clock_wires.png
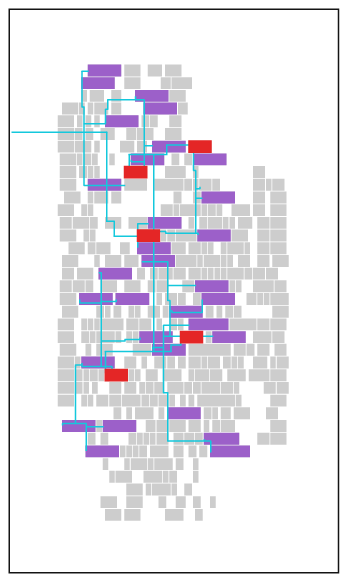
closeup.png
Scale bar: 10 um. Window x 23 to 48, y 24 to 49 um. Cells in gray, sequential cells in the stronger gray; small squares are vias.
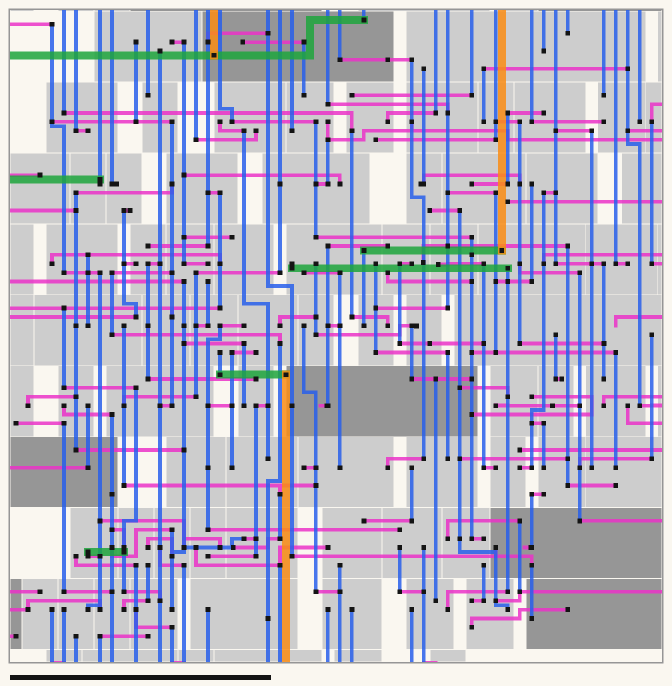
placed.png
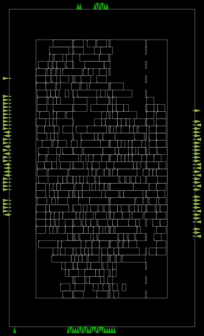
route_heat.png
The die is cut into 14 by 24 equal tiles; black is low, pale yellow is high, scaled to the fullest tile. Values are wire area over tile area, all layers added.
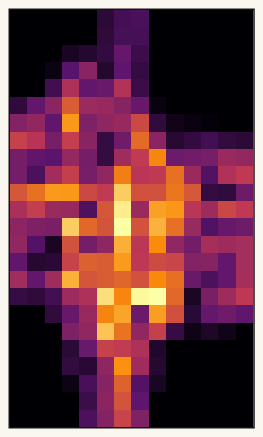
**src/rtl/segrw_arb2.sv**
```systemverilog
// segrw_arb2: round-robin two-client arbiter for one segrw segment operator.
// Define SEGRW_ARB_STATS_EN to add grant and tag-stall counters.
module segrw_arb2 #(
    parameter int AW        = 4,
    parameter int DW        = 8,
    parameter int TAG_DEPTH = 4
) (
    input  logic          clock,
    input  logic          reset,
    input  logic [AW-1:0] c0_addr_d,
    input  logic          c0_addr_v,
    output logic          c0_addr_b,
    input  logic          c0_write_d,
    input  logic          c0_write_v,
    output logic          c0_write_b,
    input  logic [DW-1:0] c0_dataW_d,
    input  logic          c0_dataW_v,
    output logic          c0_dataW_b,
    output logic [DW-1:0] c0_dataR_d,
    output logic          c0_dataR_v,
    input  logic          c0_dataR_b,
    input  logic [AW-1:0] c1_addr_d,
    input  logic          c1_addr_v,
    output logic          c1_addr_b,
    input  logic          c1_write_d,
    input  logic          c1_write_v,
    output logic          c1_write_b,
    input  logic [DW-1:0] c1_dataW_d,
    input  logic          c1_dataW_v,
    output logic          c1_dataW_b,
    output logic [DW-1:0] c1_dataR_d,
    output logic          c1_dataR_v,
    input  logic          c1_dataR_b,
    output logic [AW-1:0] seg_addr_d,
    output logic          seg_addr_e,
    output logic          seg_addr_v,
    input  logic          seg_addr_b,
    output logic          seg_write_d,
    output logic          seg_write_e,
    output logic          seg_write_v,
    input  logic          seg_write_b,
    output logic [DW-1:0] seg_dataW_d,
    output logic          seg_dataW_e,
    output logic          seg_dataW_v,
    input  logic          seg_dataW_b,
    input  logic [DW-1:0] seg_dataR_d,
    input  logic          seg_dataR_e,
    input  logic          seg_dataR_v,
    output logic          seg_dataR_b,
`ifdef SEGRW_ARB_STATS_EN
    output logic [15:0]   c0_grants,
    output logic [15:0]   c1_grants,
    output logic [15:0]   stall_cyc,
`endif
    output logic          err
);
    localparam int PW = (TAG_DEPTH > 1) ? $clog2(TAG_DEPTH) : 1;
    localparam int CW = PW + 1;
    localparam logic [CW-1:0] TAG_FULL = CW'(TAG_DEPTH);

    typedef enum logic {IDLE, ISSUE} state_t;

    state_t               state_q, state_d;
    logic                 last_q, last_d;
    logic [AW-1:0]        iss_addr_q, iss_addr_d;
    logic                 iss_write_q, iss_write_d;
    logic [DW-1:0]        iss_data_q, iss_data_d;
    logic                 iss_id_q, iss_id_d;
    logic                 pend_a_q, pend_a_d;
    logic                 pend_w_q, pend_w_d;
    logic                 pend_dw_q, pend_dw_d;
    logic [TAG_DEPTH-1:0] tags_q, tags_d;
    logic [PW-1:0]        rd_q, rd_d, wr_q, wr_d;
    logic [CW-1:0]        cnt_q, cnt_d;
    logic                 err_q, err_d;

    logic rdy0, rdy1, el0, el1, full, empty;
    logic grant, win, head, push, pop, retire;
    logic xa, xw, xd, head_b;
    logic unused_e;

    assign unused_e = seg_dataR_e;

    always_comb begin
        rdy0 = c0_addr_v & c0_write_v & (~c0_write_d | c0_dataW_v);
        rdy1 = c1_addr_v & c1_write_v & (~c1_write_d | c1_dataW_v);
        full = (cnt_q == TAG_FULL);
        empty = (cnt_q == '0);
        el0 = rdy0 & ~(~c0_write_d & full);
        el1 = rdy1 & ~(~c1_write_d & full);
        grant = (state_q == IDLE) & (el0 | el1);
        // On a tie the client that did not win last time goes first
        win = (el0 & el1) ? ~last_q : el1;
        xa = pend_a_q & ~seg_addr_b;
        xw = pend_w_q & ~seg_write_b;
        xd = pend_dw_q & ~seg_dataW_b;
        retire = (state_q == ISSUE) & ~(pend_a_q & ~xa)
               & ~(pend_w_q & ~xw) & ~(pend_dw_q & ~xd);
        push = retire & ~iss_write_q;
        head = tags_q[rd_q];
        head_b = head ? c1_dataR_b : c0_dataR_b;
        pop = seg_dataR_v & ~empty & ~head_b;

        state_d = state_q;
        last_d = last_q;
        iss_addr_d = iss_addr_q;
        iss_write_d = iss_write_q;
        iss_data_d = iss_data_q;
        iss_id_d = iss_id_q;
        pend_a_d = pend_a_q & ~xa;
        pend_w_d = pend_w_q & ~xw;
        pend_dw_d = pend_dw_q & ~xd;
        tags_d = tags_q;
        rd_d = rd_q;
        wr_d = wr_q;
        cnt_d = cnt_q;
        err_d = err_q | (seg_dataR_v & empty);

        if (grant) begin
            state_d = ISSUE;
            last_d = win;
            iss_id_d = win;
            iss_addr_d = win ? c1_addr_d : c0_addr_d;
            iss_write_d = win ? c1_write_d : c0_write_d;
            iss_data_d = win ? c1_dataW_d : c0_dataW_d;
            pend_a_d = 1'b1;
            pend_w_d = 1'b1;
            pend_dw_d = iss_write_d;
        end else if (retire) begin
            state_d = IDLE;
        end

        if (push) begin
            tags_d[wr_q] = iss_id_q;
            wr_d = wr_q + PW'(1);
        end
        if (pop) rd_d = rd_q + PW'(1);
        unique case ({push, pop})
            2'b10:   cnt_d = cnt_q + CW'(1);
            2'b01:   cnt_d = cnt_q - CW'(1);
            default: cnt_d = cnt_q;
        endcase
    end

    always_ff @(posedge clock) begin
        if (reset) begin
            state_q <= IDLE;
            last_q <= 1'b1;
            iss_addr_q <= '0;
            iss_write_q <= 1'b0;
            iss_data_q <= '0;
            iss_id_q <= 1'b0;
            pend_a_q <= 1'b0;
            pend_w_q <= 1'b0;
            pend_dw_q <= 1'b0;
            tags_q <= '0;
            rd_q <= '0;
            wr_q <= '0;
            cnt_q <= '0;
            err_q <= 1'b0;
        end else begin
            state_q <= state_d;
            last_q <= last_d;
            iss_addr_q <= iss_addr_d;
            iss_write_q <= iss_write_d;
            iss_data_q <= iss_data_d;
            iss_id_q <= iss_id_d;
            pend_a_q <= pend_a_d;
            pend_w_q <= pend_w_d;
            pend_dw_q <= pend_dw_d;
            tags_q <= tags_d;
            rd_q <= rd_d;
            wr_q <= wr_d;
            cnt_q <= cnt_d;
            err_q <= err_d;
        end
    end

    assign c0_addr_b = ~(grant & ~win);
    assign c0_write_b = ~(grant & ~win);
    assign c0_dataW_b = ~(grant & ~win & c0_write_d);
    assign c1_addr_b = ~(grant & win);
    assign c1_write_b = ~(grant & win);
    assign c1_dataW_b = ~(grant & win & c1_write_d);

    assign seg_addr_d = iss_addr_q;
    assign seg_addr_e = 1'b0;
    assign seg_addr_v = pend_a_q;
    assign seg_write_d = iss_write_q;
    assign seg_write_e = 1'b0;
    assign seg_write_v = pend_w_q;
    assign seg_dataW_d = iss_data_q;
    assign seg_dataW_e = 1'b0;
    assign seg_dataW_v = pend_dw_q;

    // Results with no outstanding tag are drained so the segment never wedges
    assign seg_dataR_b = empty ? ~seg_dataR_v : head_b;
    assign c0_dataR_d = seg_dataR_d;
    assign c1_dataR_d = seg_dataR_d;
    assign c0_dataR_v = seg_dataR_v & ~empty & ~head;
    assign c1_dataR_v = seg_dataR_v & ~empty & head;
    assign err = err_q;

`ifdef SEGRW_ARB_STATS_EN
    logic [15:0] g0_q, g0_d, g1_q, g1_d, st_q, st_d;
    logic        stall;

    always_comb begin
        stall = (state_q == IDLE) & full
              & ((rdy0 & ~c0_write_d) | (rdy1 & ~c1_write_d));
        g0_d = g0_q;
        g1_d = g1_q;
        st_d = st_q;
        if (grant & ~win & (g0_q != 16'hFFFF)) g0_d = g0_q + 16'd1;
        if (grant & win & (g1_q != 16'hFFFF)) g1_d = g1_q + 16'd1;
        if (stall & (st_q != 16'hFFFF)) st_d = st_q + 16'd1;
    end

    always_ff @(posedge clock) begin
        if (reset) begin
            g0_q <= '0;
            g1_q <= '0;
            st_q <= '0;
        end else begin
            g0_q <= g0_d;
            g1_q <= g1_d;
            st_q <= st_d;
        end
    end

    assign c0_grants = g0_q;
    assign c1_grants = g1_q;
    assign stall_cyc = st_q;
`endif
endmodule

```
**config.mk**
```make
export PLATFORM = sky130hd
export DESIGN_NAME = segrw_arb2
export DESIGN_NICKNAME = d
export VERILOG_FILES = /design/src/rtl/segrw_arb2.sv
export SDC_FILE = /design/constraint.sdc
export NUM_CORES = 1
export LEC_CHECK = 0
export ABC_AREA = 1
export CORE_ASPECT_RATIO = 2
export CORE_MARGIN = 10
export CORE_UTILIZATION = 36
export DETAILED_ROUTE_END_ITERATION = 8
export GPL_TIMING_DRIVEN = 0
export PLACE_DENSITY = 0.82
export RECOVER_POWER = 25
export SLEW_MARGIN = 15
export SYNTH_ARGS = -nofsm -noshare
export SYNTH_HDL_FRONTEND = slang
export SYNTH_SLANG_ARGS = --single-unit
```
**constraint.sdc**
```tcl
create_clock -name clock -period 2.2 [get_ports clock]
set_clock_uncertainty 0.1 [all_clocks]
set_input_delay 0.55 -clock clock [delete_from_list [all_inputs] [get_ports clock]]
set_output_delay 0.55 -clock clock [all_outputs]
set_load 0.02 [all_outputs]
```
==> flow_summary.json <==
{
  "ys_ff": 31,
  "leakagePower_nw": 1.37,
  "cp-endpoint": "cnt_q[2]",
  "hp-class": "register to register",
  "pre_cts_ws_ps": -1100,
  "r2r-end": "cnt_q[2]",
  "pin_count": 94,
  "setup_violations": 0,
  "relSlewSlack": 0.594,
  "powerDensity_mw_per_mm2": 585,
  "cts-root-buf": "clkbuf_8",
  "p_sw_frac": 0.328,
  "num_antenna_cells": 0,
  "ir_drop_mv": 0.467,
  "ant_nets": 0,
  "logic_family": "simple AND/OR/NAND/NOR gates",
  "cts_max_level": 2,
  "cp_top_family": "AND-OR/OR-AND gates",
  "ys_sh_simple": 0.294,
  "holdWs_ps": 363,
  "p_comb_frac": 0.359,
  "seqPwrFrac": 0.360,
  "timing.fmax_mhz": 459,
  "design_area_mm2": 0.00307,
  "p_seq_mw": 0.648,
  "stdcell_count": 429,
  "area_growth_pct": 69.2,
  "crit_path_start": "rd_q[0]",
  "status": "finished clean",
  "powerComb_mw": 0.644,
  "vias": 2036,
  "clkPwrFrac": 0.281,
  "insertion_delay_ps": 290,
  "die_area_mm2": 0.00845,
  "drc": 0,
  "totalPowerFinal_mw": 1.80,
  "whs_path_depth": 2,
  "period_used_share": 0.990,
  "ys_seq_frac": 0.342,
  "grt.overflow.total": 0,
  "synth_compound_gate_area_share": 0.128,
  "grt.total_usage": 0.137,
  "cts_setup_buffers": 17,
  "nets": 426,
  "crit_chain": "inv_2, nand2_1, nand3_2, nand2_4, nand2_2, o21ai_4, nand2_2, inv_2, ha_4, inv_2, fa_2, a21oi_2, o21ai_2, o21ai_1, a21oi_1",
  "largest_reg_flops": 8
}
## Picture notes: clock_wires.png
[clock-net drivers] red | count: 5
[clock wires] cyan | length: 426 um
[flip-flops] purple | count: 31
routed clock nets: 6

## Picture notes: closeup.png
[M3] green
[M4] orange
[M2] blue
[M1] magenta
sequential cells in the window: 5
cells with their middle in the window: 70
most frequent: nand2_1 (11), buf_4 (11)
netlist names of flops here include: cnt_q (3)

## Picture notes: placed.png
flop count: 31
area of the core: 0.00486 mm2

## Picture notes: route_heat.png
nearly empty tiles: 31%
fullest tile: 0.43
mean over tiles: 0.12
emptiest ninth of the die: north-east

-- cells in the final DEF (no fill, tap or decap), drive strengths merged, types with 3 or more instances in the layout --
| cell | synthesis | layout |
|---|---|---|
| ha | 5 | 5 |
| a21oi | 31 | 31 |
| clkdlybuf4s50 | 0 | 57 |
| nand2 | 85 | 85 |
| dfxtp | 31 | 31 |
| nor2 | 10 | 10 |
| inv | 25 | 25 |
| nand3 | 28 | 28 |
| conb | 1 | 3 |
| dlygate4sd2 | 0 | 3 |
| dlymetal6s2s | 0 | 3 |
| clkbuf | 3 | 12 |
| o21ai | 7 | 7 |
| buf | 28 | 66 |
-- cells in the mapped netlist --
master	number	area, um2
nand2_1	75	282
dfxtp_1	31	621
nand3_1	27	135
a21oi_1	25	125
buf_4	24	180
inv_1	24	90.1
nand2_2	9	56.3
nor2_1	9	33.8
a21oi_2	6	52.6
o21ai_0	6	30.0
ha_1	5	62.6
clkbuf_1	3	11.3
buf_6	2	22.5
a21boi_0	1	7.51
buf_12	1	20.0
buf_2	1	5.00
conb_1	1	3.75
fa_1	1	20.0
inv_2	1	3.75
nand2_4	1	11.3
nand3_2	1	10.0
nor2_2	1	6.26
o211ai_1	1	7.51
o21ai_2	1	8.76
xor2_1	1	8.76
-- final cells by class --
type	count	area (um2)
clock buffers	7	96.3
flip-flops and latches	31	629
plain buffers	28	200
inverters	25	101
well taps	57	71.3
clock inverters	1	7.51
fillers	423	1790
repair buffers	107	965
multi-input cells	173	1000
-- layer usage --
layer  global-route usage  share of wire  vias up
met1                0.114           0.31      923
met2                0.268           0.57       85
met3               0.0655           0.10        9
met4               0.0459          0.020        0
li1                     -              -     1019
met5                    0              0        -
-- tightest hold or removal path, delay by kind of cell (launching register included) --
kind	cells	cell delay (ps)
flops	1	310
simple gates	1	60
compound gates	1	50
